==> src/rtl/nmea_rmc_tx.sv <==
// NMEA RMC sentence serializer: "$GNRMC,hhmmss.00,<status>*CS\r\n" streamed one
// ASCII byte at a time over a valid/ready handshake to a UART transmitter.
module nmea_rmc_tx #(
  parameter logic [7:0] STATUS_CHAR = 8'h41
) (
  input  logic        sys_clk,
  input  logic        sys_rst_n,
  input  logic        start,
  input  logic [23:0] time_bcd,
  input  logic        tx_ready,
  output logic [7:0]  tx_data,
  output logic        tx_valid,
  output logic        busy,
  output logic        done
);

  // state | meaning
  // IDLE  | waiting for start, outputs quiet
  // BODY  | sending "$" through "*" (byte index 0..18)
  // CKH   | sending checksum high nibble as hex ASCII
  // CKL   | sending checksum low nibble as hex ASCII
  // CR    | sending 8'h0D
  // LF    | sending 8'h0A, done pulses after it is accepted
  typedef enum logic [2:0] {IDLE, BODY, CKH, CKL, CR, LF} state_t;

  localparam logic [4:0] LAST_IDX = 5'd18;

  state_t      state_q, state_d;
  logic [4:0]  idx_q, idx_d;
  logic [23:0] time_q, time_d;
  logic [7:0]  csum_q, csum_d;
  logic        done_q, done_d;
  logic [3:0]  digit;
  logic [7:0]  body_byte;

  function automatic logic [7:0] hex_ascii(input logic [3:0] n);
    hex_ascii = (n < 4'd10) ? {4'h3, n} : (8'h37 + {4'h0, n});
  endfunction

  always_comb begin
    digit = 4'h0;
    case (idx_q)
      5'd7:    digit = time_q[23:20];
      5'd8:    digit = time_q[19:16];
      5'd9:    digit = time_q[15:12];
      5'd10:   digit = time_q[11:8];
      5'd11:   digit = time_q[7:4];
      5'd12:   digit = time_q[3:0];
      default: digit = 4'h0;
    endcase

    body_byte = 8'h00;
    case (idx_q)
      5'd0:                                    body_byte = 8'h24;
      5'd1:                                    body_byte = 8'h47;
      5'd2:                                    body_byte = 8'h4E;
      5'd3:                                    body_byte = 8'h52;
      5'd4:                                    body_byte = 8'h4D;
      5'd5:                                    body_byte = 8'h43;
      5'd6:                                    body_byte = 8'h2C;
      5'd7, 5'd8, 5'd9, 5'd10, 5'd11, 5'd12:   body_byte = 8'h30 + {4'h0, digit};
      5'd13:                                   body_byte = 8'h2E;
      5'd14, 5'd15:                            body_byte = 8'h30;
      5'd16:                                   body_byte = 8'h2C;
      5'd17:                                   body_byte = STATUS_CHAR;
      5'd18:                                   body_byte = 8'h2A;
      default:                                 body_byte = 8'h00;
    endcase
  end

  always_comb begin
    state_d  = state_q;
    idx_d    = idx_q;
    time_d   = time_q;
    csum_d   = csum_q;
    done_d   = 1'b0;
    tx_data  = 8'h00;
    tx_valid = 1'b0;
    case (state_q)
      IDLE: begin
        if (start) begin
          state_d = BODY;
          idx_d   = 5'd0;
          time_d  = time_bcd;
          csum_d  = 8'h00;
        end
      end
      BODY: begin
        tx_valid = 1'b1;
        tx_data  = body_byte;
        if (tx_ready) begin
          // "$" and "*" are excluded from the checksum
          if (idx_q != 5'd0 && idx_q != LAST_IDX) csum_d = csum_q ^ body_byte;
          if (idx_q == LAST_IDX) state_d = CKH;
          else                   idx_d   = idx_q + 5'd1;
        end
      end
      CKH: begin
        tx_valid = 1'b1;
        tx_data  = hex_ascii(csum_q[7:4]);
        if (tx_ready) state_d = CKL;
      end
      CKL: begin
        tx_valid = 1'b1;
        tx_data  = hex_ascii(csum_q[3:0]);
        if (tx_ready) state_d = CR;
      end
      CR: begin
        tx_valid = 1'b1;
        tx_data  = 8'h0D;
        if (tx_ready) state_d = LF;
      end
      LF: begin
        tx_valid = 1'b1;
        tx_data  = 8'h0A;
        if (tx_ready) begin
          state_d = IDLE;
          done_d  = 1'b1;
        end
      end
      default: state_d = IDLE;
    endcase
  end

  always_ff @(posedge sys_clk or negedge sys_rst_n) begin
    if (!sys_rst_n) begin
      state_q <= IDLE;
      idx_q   <= 5'd0;
      time_q  <= 24'h000000;
      csum_q  <= 8'h00;
      done_q  <= 1'b0;
    end else begin
      state_q <= state_d;
      idx_q   <= idx_d;
      time_q  <= time_d;
      csum_q  <= csum_d;
      done_q  <= done_d;
    end
  end

  assign busy = (state_q != IDLE);
  assign done = done_q;

endmodule

==> config.mk <==
export PLATFORM = sky130hd
export DESIGN_NAME = nmea_rmc_tx
export DESIGN_NICKNAME = d
export VERILOG_FILES = /design/src/rtl/nmea_rmc_tx.sv
export SDC_FILE = /design/constraint.sdc
export NUM_CORES = 1
export LEC_CHECK = 0
export CORE_ASPECT_RATIO = 1.4
export CORE_MARGIN = 8
export CORE_UTILIZATION = 59
export CTS_CLUSTER_DIAMETER = 40
export CTS_CLUSTER_SIZE = 12
export DETAILED_ROUTE_END_ITERATION = 7
export GPL_TIMING_DRIVEN = 1
export PLACE_DENSITY = 0.86
export SLEW_MARGIN = 10
export SYNTH_ARGS = -nofsm -noshare
export SYNTH_HDL_FRONTEND = slang
export SYNTH_SLANG_ARGS = --single-unit
==> constraint.sdc <==
create_clock -name sys_clk -period 3.37 [get_ports sys_clk]
set_input_delay 0.337 -clock sys_clk [delete_from_list [all_inputs] [get_ports sys_clk]]
set_output_delay 0.337 -clock sys_clk [all_outputs]
set_load 0.01 [all_outputs]
clock_nets.png
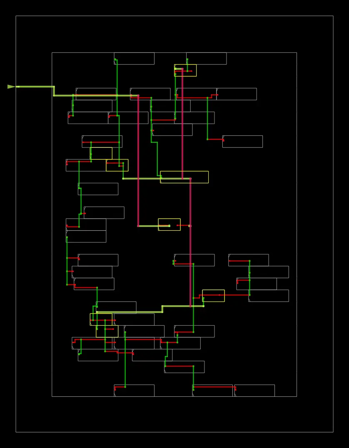
Clk. pwr: 0.430 mW
Num CTS Buffers: 5
Late-Pin Clk Latency: 300 ps

clock_wires.png
Drawn at 3 px/um.
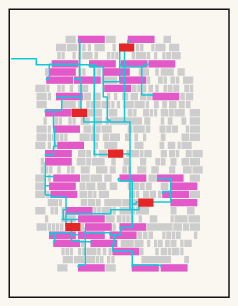
legend:
  cyan:
    item: clock wires
    length: 522 um
  red:
    item: clock-net drivers
    count: 5
  magenta:
    item: flip-flops
    count: 40
routed clock nets: 6

floorplan.png
Drawn at 4 px/um. Pins as bars on the die edge.
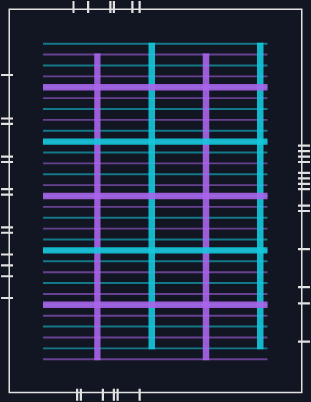
legend:
  cyan:
    net: VDD
  purple:
    net: VSS
met5 straps: 5
signal pins: 39
met4 straps: 4

gates.png
Drawn at 3 px/um.
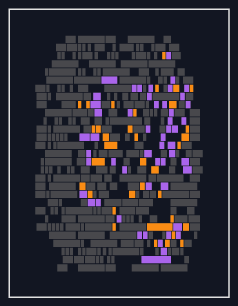
legend:
  orange:
    family: nor cells
    cells: 35
  purple:
    family: aoi and oai cells
    cells: 52

layers.png
Drawn at 4 px/um.
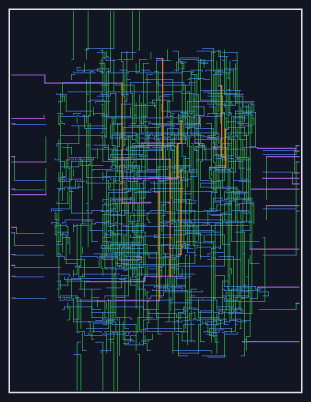
legend:
  purple:
    layer: M3
    wire_length: 273 um
  orange:
    layer: M4
    wire_length: 175 um
  blue:
    layer: M1
    wire_length: 2620 um
  green:
    layer: M2
    wire_length: 3520 um

==> flow_summary.ini <==
; physical design summary
[hold_path]
hp-class = input pin to async pin

[synth]
synth-area-yosys_mm2 = 0.00266
flop_cell = dfrtp_1
synthAdderAreaFrac = 0.0329
async_reset_ff_frac = 1.00

[job]
warnings = 29
drv_cap = 0

[drt]
wl_met2_um = 3520
drtIter0Drc = 147

[worst_setup_path]
path_depth = 8
crit_chain = inv_1 -> ha_1 -> and2_4 -> a32o_1 -> or4_4 -> nand2b_1 -> a21boi_1 -> clkdlybuf4s50_1
timing.rr.start = idx_q[3]
ff2ff_setup_slack_ps = 950
slowest_stage = or4_4

[die]
die_x_um = 72.8
rows = 29

[power]
p_sw_mw = 1.28

[global_route]
grt_overflow = 0

[layout]
fin_cells = 418
antenna_cells = 0

[placement]
io_buffers = 37

[outcome]
status = finished clean
Power is estimated from default activity; no workload was simulated.
